### src/rtl/instr_encoder_loader.sv
// rtl/instr_encoder_loader.sv - encodes symbolic MIPS instructions and writes them sequentially into instruction memory
module instr_encoder_loader #(
    parameter logic [31:0] BASE_ADDR = 32'h0000_0000,
    parameter int          MAX_WORDS = 256
) (
    input  logic        clk,
    input  logic        rst,
    input  logic        start,
    input  logic        in_valid,
    output logic        in_ready,
    input  logic [3:0]  in_op,
    input  logic [4:0]  in_rs,
    input  logic [4:0]  in_rt,
    input  logic [4:0]  in_rd,
    input  logic [15:0] in_imm,
    input  logic [25:0] in_target,
    input  logic        in_last,
    output logic        mem_we,
    output logic [31:0] mem_addr,
    output logic [31:0] mem_wdata,
    output logic [15:0] word_count,
    output logic        busy,
    output logic        done,
    output logic        err
);

    typedef enum logic [1:0] {
        IDLE  = 2'd0,
        LOAD  = 2'd1,
        WRITE = 2'd2
    } state_t;

    localparam logic [16:0] MAX_W = 17'(MAX_WORDS);

    state_t      state;
    logic        last_q;
    logic        legal;
    logic [31:0] enc;

    always_comb begin
        legal = 1'b1;
        enc   = 32'h0000_0000;
        case (in_op)
            4'd0:  enc = {6'b000000, in_rs, in_rt, in_rd, 5'b00000, 6'b100000};
            4'd1:  enc = {6'b000000, in_rs, in_rt, in_rd, 5'b00000, 6'b100010};
            4'd2:  enc = {6'b000000, in_rs, in_rt, in_rd, 5'b00000, 6'b100100};
            4'd3:  enc = {6'b000000, in_rs, in_rt, in_rd, 5'b00000, 6'b100101};
            4'd4:  enc = {6'b000000, in_rs, in_rt, in_rd, 5'b00000, 6'b101010};
            4'd5:  enc = {6'b100011, in_rs, in_rt, in_imm};
            4'd6:  enc = {6'b101011, in_rs, in_rt, in_imm};
            4'd7:  enc = {6'b000100, in_rs, in_rt, in_imm};
            4'd8:  enc = {6'b000101, in_rs, in_rt, in_imm};
            4'd9:  enc = {6'b000010, in_target};
            4'd10: enc = 32'h0000_0000;
            default: legal = 1'b0;
        endcase
    end

    // Handshake and status strobes are pure decodes of the state register.
    assign in_ready = (state == LOAD);
    assign mem_we   = (state == WRITE);
    assign busy     = (state != IDLE);

    always_ff @(posedge clk or posedge rst) begin
        if (rst) begin
            state      <= IDLE;
            last_q     <= 1'b0;
            mem_addr   <= 32'h0000_0000;
            mem_wdata  <= 32'h0000_0000;
            word_count <= 16'd0;
            done       <= 1'b0;
            err        <= 1'b0;
        end else begin
            case (state)
                IDLE: begin
                    if (start) begin
                        word_count <= 16'd0;
                        done       <= 1'b0;
                        err        <= 1'b0;
                        state      <= LOAD;
                    end
                end
                LOAD: begin
                    if (in_valid) begin
                        if (legal) begin
                            mem_wdata <= enc;
                            mem_addr  <= BASE_ADDR + {14'd0, word_count, 2'b00};
                            last_q    <= in_last;
                            state     <= WRITE;
                        end else begin
                            err   <= 1'b1;
                            state <= IDLE;
                        end
                    end
                end
                WRITE: begin
                    word_count <= word_count + 16'd1;
                    if (last_q) begin
                        done  <= 1'b1;
                        state <= IDLE;
                    end else if (({1'b0, word_count} + 17'd1) == MAX_W) begin
                        done  <= 1'b1;
                        err   <= 1'b1;
                        state <= IDLE;
                    end else begin
                        state <= LOAD;
                    end
                end
                default: state <= IDLE;
            endcase
        end
    end

endmodule

### config.mk
export PLATFORM = sky130hd
export DESIGN_NAME = instr_encoder_loader
export DESIGN_NICKNAME = d
export VERILOG_FILES = /design/src/rtl/instr_encoder_loader.sv
export SDC_FILE = /design/constraint.sdc
export NUM_CORES = 1
export LEC_CHECK = 0
export ABC_AREA = 1
export CORE_AREA = 8 8 98 100
export DETAILED_ROUTE_END_ITERATION = 16
export DIE_AREA = 0 0 106 108
export PLACE_DENSITY = 0.94
export SYNTH_ARGS = -nofsm -noshare
export SYNTH_HDL_FRONTEND = slang
export SYNTH_SLANG_ARGS = --single-unit
### constraint.sdc
create_clock -name clk -period 5.77 [get_ports clk]
set_clock_uncertainty 0.2 [all_clocks]
set_input_delay 1.4425 -clock clk [delete_from_list [all_inputs] [get_ports clk]]
set_output_delay 1.4425 -clock clk [all_outputs]
set_load 0.01 [all_outputs]
Figure 1. Sequential cells colored by netlist name (run 1).
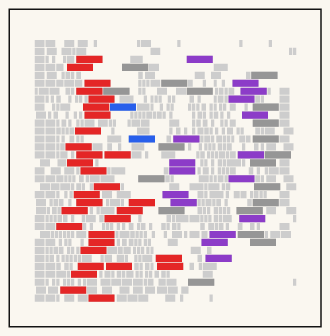
color	signal	placed flops
purple	`word_count`	16
red	`mem_wdata`	31
blue	`state`	2

Figure 2. Cell placement (run 1).
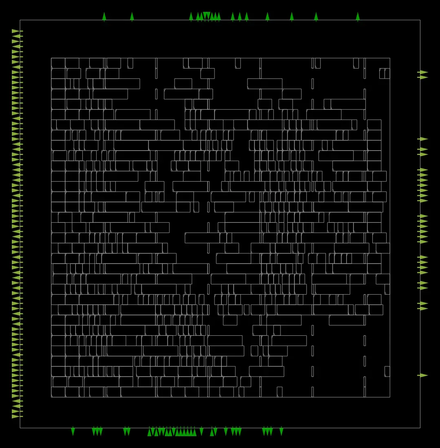
n_taps: 105
Seq area share: 33.3%
registers: 68

Figure 3. Nets reached from selected ports (run 1).
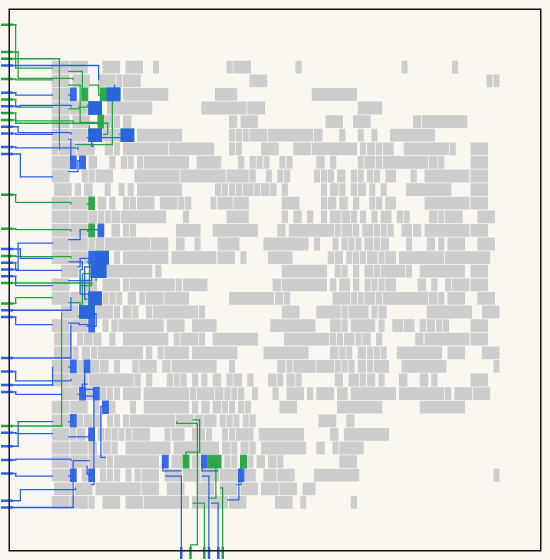
color	port	direction	edge	end cells	buffers	wire
blue	`in_target`	input	23 left, 3 bottom	26	26	492 um
green	`in_imm`	input	13 left, 3 bottom	16	16	378 um

==> impl_metrics.py, run 1 <==
# Synthesis and PnR figures
metrics = {
    "cells_and_area": {
        "clk_share_pct": 3.55,
        "nNonClkInverters": 50,
        "final_util_pct": 63.5,
        "bufAreaShareNonClock_pct": 26.3,
        "n_antenna_cell": 0,
        "final_cell_area_um2": 5120,
        "largest_class": "registers",
        "logic_gates": 343,
        "buffers_excl_clock": 135,
        "nClkBuffers": 15,
    },
    "logic_synthesis": {
        "area_leaders": "dfrtp_1 47%, nand2_1 19%, o21ai_0 6.8%, inv_1 5.0%, buf_4 3.6%",
        "yosys_area_um2": 3580,
        "synth_top_area_share_pct": 47.5,
        "syn_avg_cell_area_um2": 7.53,
        "mux_area_share_pct": 0,
        "ys_warn_count": 0,
        "syn_inst": 476,
        "most_common_cell": "nand2_1",
        "ys_cells": 476,
        "yosys.area_share.simple_pct": 26.7,
        "synth-xor-area-share_pct": 0.244,
        "async_flop_share_pct": 100,
        "syn_area_um2": 3580,
        "edf_count": 0,
    },
    "cts": {
        "clkTransAtPathRegs_ns": 0.07,
        "postCtsResizedCells": 0,
        "ctsHoldBuffers": 0,
        "post_cts_buffers": 0,
        "cts_buffers": 9,
        "clk_latency_ns": 0.34,
        "cts-root-buf": "clkbuf_8",
    },
    "detailed_routing": {
        "vias": 3658,
        "drtIter0Drc": 206,
        "ant_nets": 0,
        "route.met3.wl_um": 1320,
        "routed_wirelength_um": 11100,
        "wl_met2_um": 5220,
        "dr.pass1.iters": 5,
        "viasPerCell": 5.10,
    },
    "critical_path": {
        "rrSetupSlack_ns": 3.22,
        "arrival_ns": 3.67,
        "worstSetupEndpoint": "mem_wdata[1]$_DFFE_PP0P_",
        "cp-end-kind": "flip-flop",
        "r2r_end": "mem_wdata[1]$_DFFE_PP0P_",
        "cpPeakStageDelay_ns": 0.80,
        "worstPathCellList": "clkdlybuf4s50_1, nand2_1, a21oi_1, nor2_1, buf_4, inv_2, a31oi_1, a21o_1",
        "r2r-start": "state[1]$_DFFE_PP0P_",
        "critPathBufInv": 3,
        "crit_start": "in_op[1]",
        "critPathMaxFanout": 77,
        "rr_worst_depth": 8,
        "cp.required_ns": 5.80,
    },
    "global_route": {
        "grt_pass1_vias": 3806,
        "antenna_found_initial": 0,
        "use_met1_pct": 20.9,
        "grt_max_degree": 78,
        "top_usage_layer": "met2",
        "grt_usage_pct": 19.8,
    },
    "power": {
        "vdd_ir_drop_max_mv": 0.208,
        "powerDensity_nw_per_um2": 345,
        "sw_frac_of_total_pct": 35.4,
        "power-top-group": "combinational cells",
    },
    "placed_design": {
        "dp_hpwl_um": 8550,
        "placed_area_um2": 4930,
    },
    "floorplanning": {
        "fp_util_pct": 44.5,
        "io_pins": 151,
    },
    "final_timing": {
        "setup_violations": 0,
        "relSlewSlack_pct": 12.2,
        "setup_ws_ns": 2.14,
        "whs_ns": 0.277,
        "fin_crit_sh_pct": 63.0,
        "period_needed_ns": 3.63,
        "max_freq_mhz": 275,
    },
    "hold_path": {
        "hold_start": "done$_DFFE_PP0P_",
        "holdPathStages": 2,
    },
    "status": {
        "status": "completed",
    },
}
[run 1: layout by cell type, fill, tap and decap left out, drive strengths merged]
master	synthesis	routed
clkbuf	9	15
clkdlybuf4s50	0	133
clkinv	1	2
a221oi	2	2
nand4	4	4
nand3	19	19
buf	22	2
xor2	1	1
nand2	181	181
ha	5	5
a31oi	2	2
a2111oi	1	1
o22ai	10	10
nor3	2	2
inv	49	49
a22o	1	1
a21oi	7	7
nor2	30	30
o21ai	51	51
a22oi	7	7
a21o	3	3
dfrtp	68	68
conb	1	17
[run 1: worst min-delay path: stages, from the launching register on]
cell and delay (ns):
dfrtp_1 0.35, nand2_1 0.05, nand2_1 0.05
[run 1: sequential cells by signal, indices dropped and copies added (netlist names)]
signal      count
done            1
err             1
word_count     16
mem_wdata      31
last_q          1
state           2
mem_addr       16
Figure 4. Metal 3 (run 1).
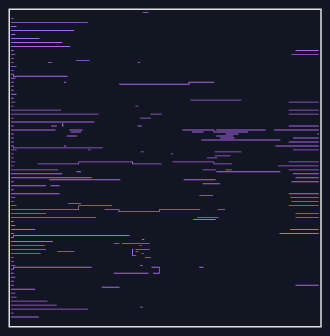

--- run 2 (diff from run 1) ---
CORE_AREA = 8 8 105 107   (was 8 8 98 100)
DIE_AREA = 0 0 113 115   (was 0 0 106 108)
PLACE_DENSITY = 0.86   (was 0.94)
clock period = 3.3 ns   (was 5.77 ns; I/O delays follow)
Figure 5. Metal 3 (run 2).
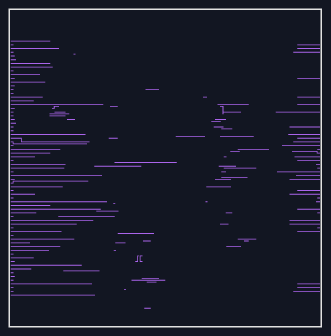
share of all routed wire	12%
wire length on this layer	1300 um
nets with wire on the layer	136
main direction	horizontal
vias: 3633
WL final: 11100 um
M3 GR Usage: 7.20%

==> impl_metrics.py, run 2 <==
# Synthesis and PnR figures
metrics = {
    "final_timing": {
        "setup_ws_ns": 0.551,
        "period_needed_ns": 2.75,
        "whs_ns": 0.277,
        "relSlewSlack_pct": 54.6,
    },
    "critical_path": {
        "critPathMaxFanout": 5,
        "cp-end-kind": "output port",
        "worstPathCellList": "inv_1, ha_1, inv_1, clkdlybuf4s50_1",
        "rr_worst_depth": 12,
        "rrSetupSlack_ns": 1.08,
        "critPathBufInv": 3,
    },
    "cts": {
        "clk_latency_ns": 0.33,
        "ctsHoldBuffers": 0,
        "cts_buffers": 9,
        "clkTransAtPathRegs_ns": 0.07,
        "cts-root-buf": "clkbuf_8",
    },
    "detailed_routing": {
        "drtIter0Drc": 224,
        "route.met3.wl_um": 1300,
        "ant_nets": 0,
        "wl_met2_um": 5280,
    },
    "cells_and_area": {
        "nNonClkInverters": 50,
        "largest_reg_flops": 31,
        "ff_count": 68,
        "seq_area_share_pct": 32.9,
        "logic_gates": 343,
        "layout_top_cells": "178 x nand2_1, 133 x clkdlybuf4s50_1, 68 x dfrtp_1",
        "nClkBuffers": 13,
        "final_util_pct": 54.7,
        "n_antenna_cell": 0,
    },
    "logic_synthesis": {
        "syn_inst": 476,
        "async_flop_share_pct": 100,
        "ys_cells": 476,
        "syn_area_um2": 3580,
        "most_common_cell": "nand2_1",
        "area_leaders": "dfrtp_1 47%, nand2_1 19%, o21ai_0 6.8%, inv_1 5.0%, buf_4 3.6%",
    },
    "global_route": {
        "use_met1_pct": 18.3,
    },
    "power": {
        "powerDensity_nw_per_um2": 590,
    },
    "hold_path": {
        "hold_start": "mem_wdata[24]$_DFFE_PP0P_",
    },
    "status": {
        "status": "completed",
    },
}
Figure 6. Wiring heat map (run 2).
23 x 23 tiles, from black (low) to pale yellow (high), scaled to the fullest tile. Values are wire area over tile area, all layers added.
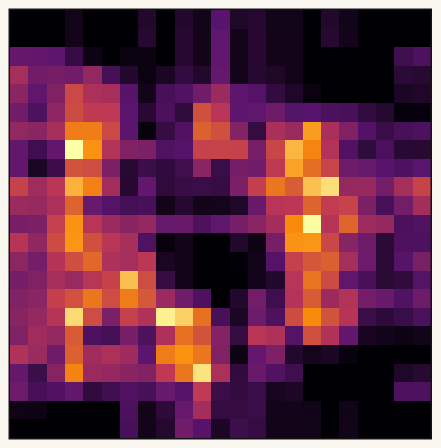
mean over tiles	0.14
fullest tile	0.54
nearly empty tiles	16%

[run 2: cells by family after synthesis]
family | after synthesis | share of synthesized area (%)
other | 1 | 0.105
flip-flops | 68 | 47.5
AND-OR/OR-AND | 84 | 13.3
buffers and inverters | 81 | 10.4
XOR/XNOR | 1 | 0.244
AND/OR/NAND/NOR | 236 | 26.7
adder cells (fa/ha/maj) | 5 | 1.75
[run 2: how the worst max path moves through the flow]
stage | to | slack [ns] | start
final | busy | 0.55 | state[0]$_DFFE_PP0P_
after global routing | busy | 0.46 | state[0]$_DFFE_PP0P_
after CTS | busy | 0.53 | state[0]$_DFFE_PP0P_
after detailed placement | mem_wdata[0]$_DFFE_PP0P_ | 0.47 | in_op[1]
after global placement | err$_DFFE_PP0P_ | 0.52 | in_op[1]
after floorplan | done$_DFFE_PP0P_ | 0.56 | rst
Figure 7. Nets reached from selected ports (run 2).
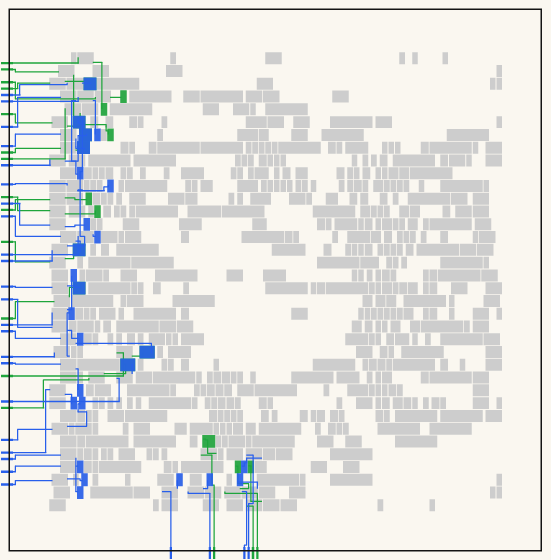

--- run 3 (diff from run 2) ---
clock period = 2.51 ns   (was 3.3 ns; I/O delays follow)
Figure 8. Nets reached from selected ports (run 3).
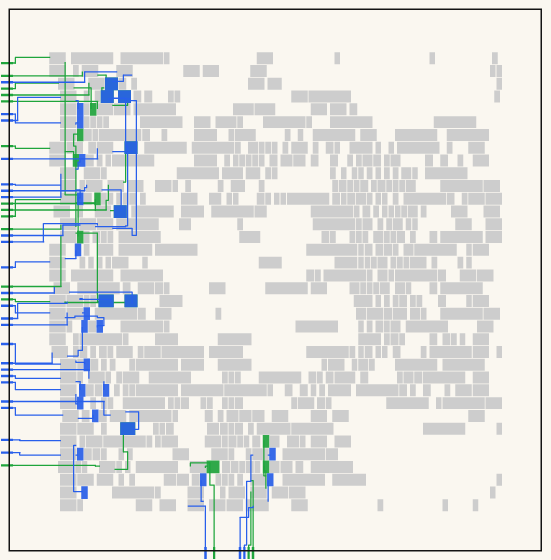
color	port	direction	edge	end cells	buffers	wire
blue	`in_target`	input	23 left, 3 bottom	26	26	580 um
green	`in_imm`	input	13 left, 3 bottom	16	16	410 um

Figure 9. Metal 3 (run 3).
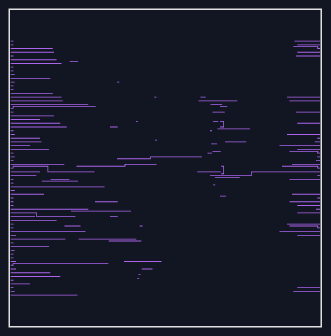
main direction	horizontal
share of all routed wire	11%
wire length on this layer	1240 um
WL final: 11000 um
M3 GR Usage: 7.14%
vias: 3618

==> impl_metrics.py, run 3 <==
# Synthesis and PnR figures
metrics = {
    "placed_design": {
        "placed_area_um2": 5120,
    },
    "cells_and_area": {
        "reg.largest.list": "mem_wdata x31, mem_addr x16, word_count x16",
        "largest_class": "registers",
        "final_cell_area_um2": 5330,
        "clk_share_pct": 3.80,
        "largest-register": "mem_wdata",
        "bufAreaShareNonClock_pct": 28.6,
        "ff_count": 68,
    },
    "logic_synthesis": {
        "compound_area_share_pct": 13.3,
        "syn_avg_cell_area_um2": 7.53,
        "synth-xor-area-share_pct": 0.244,
        "yosys.area_share.simple_pct": 26.7,
        "area_leaders": "dfrtp_1 47%, nand2_1 19%, o21ai_0 6.8%, inv_1 5.0%, buf_4 3.6%",
        "mux_area_share_pct": 0,
        "synthAdderAreaFrac_pct": 1.75,
        "yosys_area_um2": 3580,
        "synth_top_area_share_pct": 47.5,
        "ys_warn_count": 0,
        "ys_cells": 476,
    },
    "status": {
        "status": "completed",
    },
    "critical_path": {
        "worstPathCellList": "inv_1, ha_1, inv_1, dlygate4sd2_1",
        "worstSetupEndpoint": "busy",
        "cp.required_ns": 1.68,
        "crit_start": "state[0]$_DFFE_PP0P_",
        "rr_worst_depth": 14,
        "r2r_end": "state[0]$_DFFE_PP0P_",
        "critPathMaxFanout": 5,
        "r2r-start": "word_count[1]$_DFFE_PP0P_",
    },
    "final_timing": {
        "whs_ns": 0.277,
        "setup_ws_ns": 0.242,
        "fin_crit_sh_pct": 90.4,
    },
    "global_route": {
        "grt_pass1_vias": 3823,
        "top_usage_layer": "met2",
        "use_met1_pct": 18.3,
    },
    "detailed_routing": {
        "ant_nets": 0,
        "wl_met2_um": 5300,
    },
    "cts": {
        "postCtsResizedCells": 1,
    },
    "power": {
        "powerDensity_nw_per_um2": 784,
    },
    "hold_path": {
        "holdPathStages": 2,
    },
}
-- run 3: cell types whose count changed in the layout (fill, tap and decap cells not counted), sizes merged --
| cell | previous run | this run |
|---|---|---|
| clkdlybuf4s50 | 133 | 130 |
| buf | 7 | 15 |
| bufinv | 0 | 1 |
| inv | 49 | 48 |
| clkbuf | 13 | 12 |
| dlymetal6s2s | 0 | 2 |
| clkinvlp | 0 | 2 |
| dlygate4sd2 | 0 | 1 |
-- run 3: tightest hold or removal path: cells and delay by family, from the launching register on --
kind | cells | cell delay, ns
flops | 1 | 0.35
simple gates | 2 | 0.10
-- run 3: report_power, final --
group	internal, uW	switching [uW]
registers	1390	187
clock network	510	404
logic	862	824
total	2760	1420
Power is estimated from default activity; no workload was simulated.
